**config.mk**
```make
export PLATFORM = sky130hd
export DESIGN_NAME = bpsk_demod
export DESIGN_NICKNAME = d
export VERILOG_FILES = /design/src/rtl/bpsk_demod.sv
export SDC_FILE = /design/constraint.sdc
export NUM_CORES = 1
export LEC_CHECK = 0
export CAP_MARGIN = 40
export CORE_UTILIZATION = 55
export DETAILED_ROUTE_END_ITERATION = 8
export PLACE_DENSITY = 0.76
export REMOVE_ABC_BUFFERS = 1
export SETUP_SLACK_MARGIN = 0.1
export SYNTH_ARGS = -nofsm -noshare
export SYNTH_HDL_FRONTEND = slang
export SYNTH_SLANG_ARGS = --single-unit
export TNS_END_PERCENT = 30
```
**constraint.sdc**
```tcl
create_clock -name clk_sig -period 13.5 [get_ports clk_sig]
set_clock_uncertainty 0.15 [all_clocks]
set_input_delay 2.7 -clock clk_sig [delete_from_list [all_inputs] [get_ports clk_sig]]
set_output_delay 2.7 -clock clk_sig [all_outputs]
set_load 0.02 [all_outputs]
```
**src/rtl/bpsk_demod.sv**
```systemverilog
// Coherent BPSK integrate-and-dump demodulator.
// Each received sample is multiplied by the local carrier. The products are summed
// over one symbol, and the sign of the sum becomes the recovered bit.
// A positive sum gives bit 0 and a negative sum gives bit 1.
//
// state | meaning
// ------+---------------------------------------------------------------
// HUNT  | no symbol timing yet; samples are ignored until a sym_start arrives
// INTEG | integrating; cnt counts the samples already folded into acc
module bpsk_demod #(
    parameter int WIDTH  = 16,
    parameter int NUM    = 2,
    parameter int CYCLES = 1,
    localparam int SPB   = 4 * NUM * CYCLES,
    localparam int ACC_W = 2 * WIDTH + $clog2(SPB) + 1
) (
    input  logic                    clk_sig,
    input  logic                    rst_n,
    input  logic                    sample_en,
    input  logic signed [WIDTH-1:0] rx_sig,
    input  logic signed [WIDTH-1:0] carrier_sig,
    input  logic                    sym_start,
    output logic                    bit_sig,
    output logic                    bit_valid,
    output logic [ACC_W-1:0]        acc_sig,
    output logic                    sync_sig,
    output logic                    err_sig
);

    localparam int CNT_W = $clog2(SPB);
    localparam logic [CNT_W-1:0] CNT_LAST = CNT_W'(SPB - 1);

    typedef enum logic {HUNT, INTEG} state_t;

    state_t                   state;
    logic signed [ACC_W-1:0]  acc;
    logic [CNT_W-1:0]         cnt;

    logic signed [2*WIDTH-1:0] prod;
    logic signed [ACC_W-1:0]   prod_ext;
    logic signed [ACC_W-1:0]   sum;

    // Full-precision product, sign-extended to the accumulator width; running sum incl. this sample
    always_comb begin
        prod     = rx_sig * carrier_sig;
        prod_ext = $signed({{(ACC_W-2*WIDTH){prod[2*WIDTH-1]}}, prod});
        sum      = acc + prod_ext;
    end

    // Symbol-timing FSM with integrate-and-dump and registered outputs
    always_ff @(posedge clk_sig) begin
        if (!rst_n) begin
            state     <= HUNT;
            acc       <= '0;
            cnt       <= '0;
            bit_sig   <= 1'b0;
            bit_valid <= 1'b0;
            acc_sig   <= '0;
            sync_sig  <= 1'b0;
            err_sig   <= 1'b0;
        end else begin
            bit_valid <= 1'b0;
            err_sig   <= 1'b0;
            if (sample_en) begin
                case (state)
                    HUNT: begin
                        if (sym_start) begin
                            acc      <= prod_ext;
                            cnt      <= CNT_W'(1);
                            sync_sig <= 1'b1;
                            state    <= INTEG;
                        end
                    end
                    INTEG: begin
                        // A slip outranks a dump: the partial symbol is dropped and not sliced
                        if (sym_start && cnt != '0) begin
                            err_sig <= 1'b1;
                            acc     <= prod_ext;
                            cnt     <= CNT_W'(1);
                        end else if (cnt == CNT_LAST) begin
                            acc_sig   <= sum;
                            bit_sig   <= sum[ACC_W-1];
                            bit_valid <= 1'b1;
                            acc       <= '0;
                            cnt       <= '0;
                        end else begin
                            acc <= sum;
                            cnt <= cnt + CNT_W'(1);
                        end
                    end
                    default: state <= HUNT;
                endcase
            end
        end
    end

endmodule

```
### Cell density map, run 1

Drawn at 1.5 px/um. The die is cut into 17 by 17 equal tiles; black is low, pale yellow is high, 0 to 100% covered.
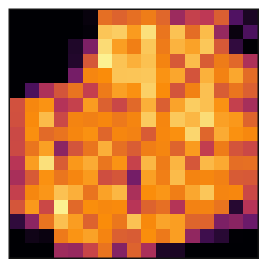
The mean over all tiles is 57%. 13% of the tiles are nearly empty. The emptiest ninth of the die: north-west.
core footprint: 26060 um^2
FP Util: 56.10%
fin util: 61.19%

### The clock network, run 1

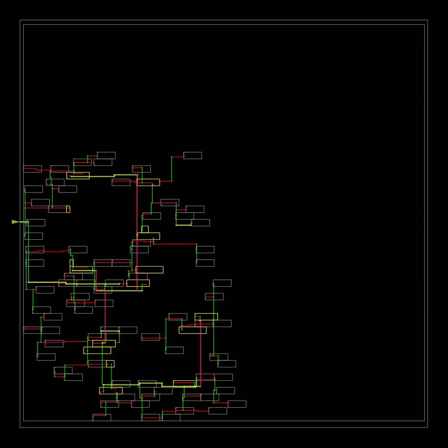
Sink Count: 79
Latency at later pin: 0.35 ns
CLK BUF: 11

### Cell classes on the final placement, run 1

Drawn at 2 px/um. Fill, decap, tap and diode cells in gray.
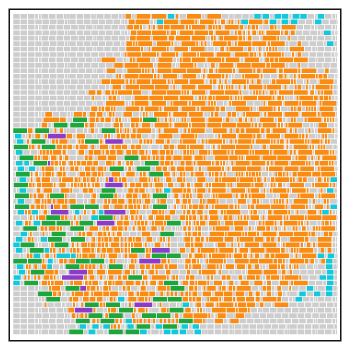
Key: other buffers and delay cells = cyan [cells 83, share of their area 5.3%]; all other logic = orange [cells 1546, share of their area 82%]; clock drivers and dummy loads = purple [cells 16, share of their area 2.2%]; flops = green [cells 79, share of their area 10%]
final instance area: 15940 um^2
Seq/total area: 9.919%
# rows: 59

==> out/summary.txt, run 1 <==
final RePlAce weighted congestion: 0.9034
status: finished clean
hold depth: 2
cell count along the critical path: 30
placed cell count: 2043
met2 Use GR: 43.80%
Worst R2R Path Depth: 12
Combinational Area: 11620 um^2
Slew HR: 46.66%
maxcap violations: 0
Biggest register: acc
unrepaired setup endpoints after global routing: false
CTS H-Tree Depth: 3
total track usage: 27.07%
cell family contributing the most delay on the critical path: adder cells
Critical Path RT: 13.56 ns
crit-path max cell delay: 0.72 ns
dpl hpwl: 27830 um
die area: 27240 um^2
fin crit share: 82.91%
R2R Setup Slk: 10.02 ns
Post-DP Area: 15610 um^2
Die X: 165.0 um
Post-Syn Area per Cell: 8.635 um^2
cell mode on critical path: fa_1
ys async rst share: 0%
vias per cell: 5.573
initial antenna violation count: 0
f_max: 89.35 MHz
clk buf depth: 2
logic share of the area: 72.89%
max reg flops: 36
==> run 1: cells in the mapped netlist (all sizes together) (3+ instances only) <==
| cell type | instances | area share [%] |
|---|---|---|
| a211oi | 18 | 1.0 |
| a21boi | 6 | 0.31 |
| a21o | 22 | 1.1 |
| a21oi | 92 | 3.1 |
| a221oi | 21 | 1.3 |
| a31oi | 9 | 0.39 |
| and2 | 125 | 5.3 |
| and3 | 6 | 0.26 |
| buf | 4 | 0.14 |
| clkbuf | 64 | 1.6 |
| dfxtp | 79 | 11 |
| fa | 263 | 36 |
| ha | 121 | 10 |
| inv | 309 | 7.9 |
| mux2i | 4 | 0.27 |
| nand2 | 205 | 5.3 |
| nand2b | 14 | 0.60 |
| nand3 | 18 | 0.62 |
| nand4 | 3 | 0.13 |
| nor2 | 94 | 2.4 |
| nor2b | 5 | 0.27 |
| nor3 | 18 | 0.62 |
| nor3b | 4 | 0.21 |
| o211a | 4 | 0.27 |
| o21a | 8 | 0.42 |
| o21ai | 65 | 2.3 |
| o21bai | 10 | 0.51 |
| o22ai | 3 | 0.13 |
| o31ai | 3 | 0.19 |
| or2 | 4 | 0.17 |
| xnor2 | 52 | 3.1 |
| xor2 | 11 | 0.66 |
==> run 1: cell families (layout without fill, tap and decap cells) <==
family | count (synthesis) | in the layout | share of synthesized area, %
AND-OR/OR-AND | 281 | 281 | 12.60
XOR/XNOR | 64 | 64 | 3.928
adder cells (fa/ha/maj) | 384 | 384 | 46.37
buffers and inverters | 377 | 408 | 9.714
flip-flops | 79 | 79 | 10.82
multiplexers | 4 | 4 | 0.2739
AND/OR/NAND/NOR | 504 | 504 | 16.30
### Clock network drawn from the DEF, run 1

Drawn at 3 px/um.
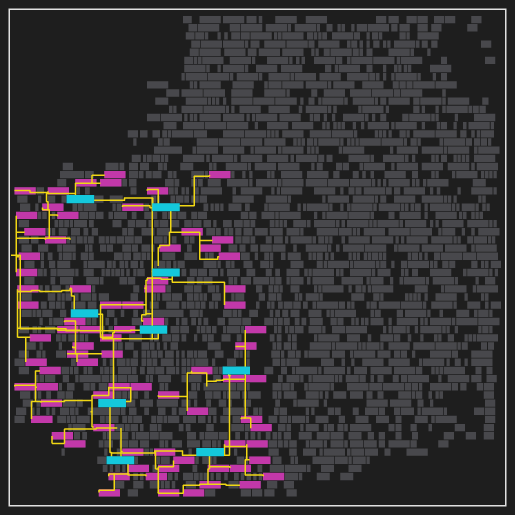

--- run 2 (diff from run 1) ---
==> constraint.sdc (replaced) <==
create_clock -name clk_sig -period 10.5 [get_ports clk_sig]
set_clock_uncertainty 0.15 [all_clocks]
set_input_delay 2.1 -clock clk_sig [delete_from_list [all_inputs] [get_ports clk_sig]]
set_output_delay 2.1 -clock clk_sig [all_outputs]
set_load 0.02 [all_outputs]
### Clock network drawn from the DEF, run 2

Drawn at 3 px/um.
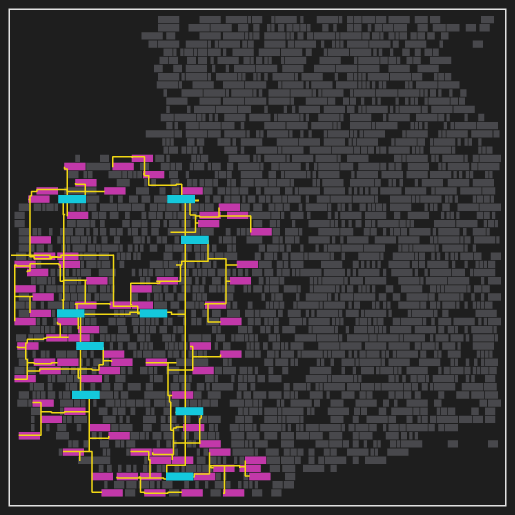
Key: clock wires = yellow [length 1060 um]; flip-flops = magenta [count 79]; cells driving clock nets = cyan [count 9]
There are 10 routed clock nets.

### Cell density map, run 2

Drawn at 1.5 px/um. The die is cut into 17 by 17 equal tiles; black is low, pale yellow is high, 0 to 100% covered.
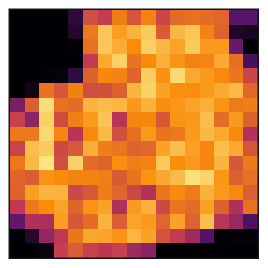
fin util: 63.17%

==> out/summary.txt, run 2 <==
clk buf depth: 2 (unchanged)
total track usage: 27.28% (was 27.07%)
Latency at later pin: 0.35 ns (about the same)
Worst R2R Path Depth: 12 (unchanged)
most common cell in the netlist: inv_1 (unchanged)
die area: 27240 um^2 (unchanged)
Sink Count: 79 (unchanged)
Post-Syn Area per Cell: 8.635 um^2 (unchanged)
Biggest register: acc (unchanged)
crit-path max cell delay: 0.58 ns (was 0.72 ns)
CTS H-Tree Depth: 3 (unchanged)
core footprint: 26060 um^2 (unchanged)
max reg flops: 36 (unchanged)
vias per cell: 5.504 (was 5.573)
dpl hpwl: 28870 um (was 27830 um)
Synth top cells by count: inv_1, fa_1, nand2_1, and2_1, ha_1 (unchanged)
f_max: 100.1 MHz
Die X: 165.0 um (unchanged)
Top cell area share: 36.02% (unchanged)
# Cells Yosys: 1693 (unchanged)
hold depth: 2 (unchanged)
OpenROAD warning count: 27 (unchanged)
cell mode on critical path: fa_1 (unchanged)
final RePlAce weighted congestion: 0.9202 (was 0.9034)
placed cell count: 2095 (was 2043)
maxcap violations: 0 (unchanged)
biggest area cells: fa_1, dfxtp_1, ha_1 (unchanged)
FP Util: 56.10% (unchanged)
status: finished clean (unchanged)
Slew HR: 53.92% (was 46.66%)
ys async rst share: 0% (unchanged)
# rows: 59 (unchanged)
==> run 2: path summary, 6_finish.rpt <==
kind | startpoint | endpoint | slack, ns
max | carrier_sig[1] | acc[35] | 0.51
min | acc_sig[18] | acc_sig[18] | 0.30
min reg2reg | acc_sig[18] | acc_sig[18] | 0.30
max reg2reg | acc[0] | acc[34] | 7.01
==> run 2: cell families (layout without fill, tap and decap cells) <==
logic type	count (synthesis)	in the layout	share of synthesized area, %
simple gates	504	504	16.30
compound gates	281	281	12.60
buf+inv	377	461	9.714
xor+xnor	64	64	3.928
fa+ha+maj	384	384	46.37
flops	79	79	10.82
mux	4	4	0.2739
==> run 2: what timing repair did <==
| item | 4_1_cts | 5_1_grt |
|---|---|---|
| endpoints found under the hold margin | 0 | 0 |
| setup endpoints to repair | 0 | 18 |
| setup buffers | 0 | 1 |
| gates resized | 0 | 26 |
==> run 2: cell type report <==
type	count	area (um^2)
clock buffers	11	242.7
well taps	335	419.2
fillers	2155	9597
clock inverters	5	128.9
repair buffers	136	1261
inverters	309	1160
flip-flops and latches	79	1582
multi-input cells	1237	11670
==> run 2: layer usage <==
metal | GRT usage, % | vias up | share of wire [%]
met2 | 46.37 | 304 | 49
met1 | 36.92 | 5782 | 44
met4 | 7.089 | 0 | 1.7
li1 | - | 5489 | -
met5 | 0 | - | 0
met3 | 3.039 | 50 | 5.2
==> run 2: worst max-delay path, delay by kind of cell <==
kind / cells / cell delay [ns]
simple gates: 4 / 0.35
buf+inv: 5 / 0.92
fa+ha+maj: 8 / 3.77
xor+xnor: 2 / 0.50
compound gates: 12 / 2.42
==> run 2: stage by stage <==
stage                     worst slack [ns]  area [um^2]
after global placement            0.003023        15980
after detailed placement          -0.07878        16000
after global routing               0.09699        16460
after CTS                           0.2494        16370
final                               0.5058        16460
after floorplan                      1.129        14360
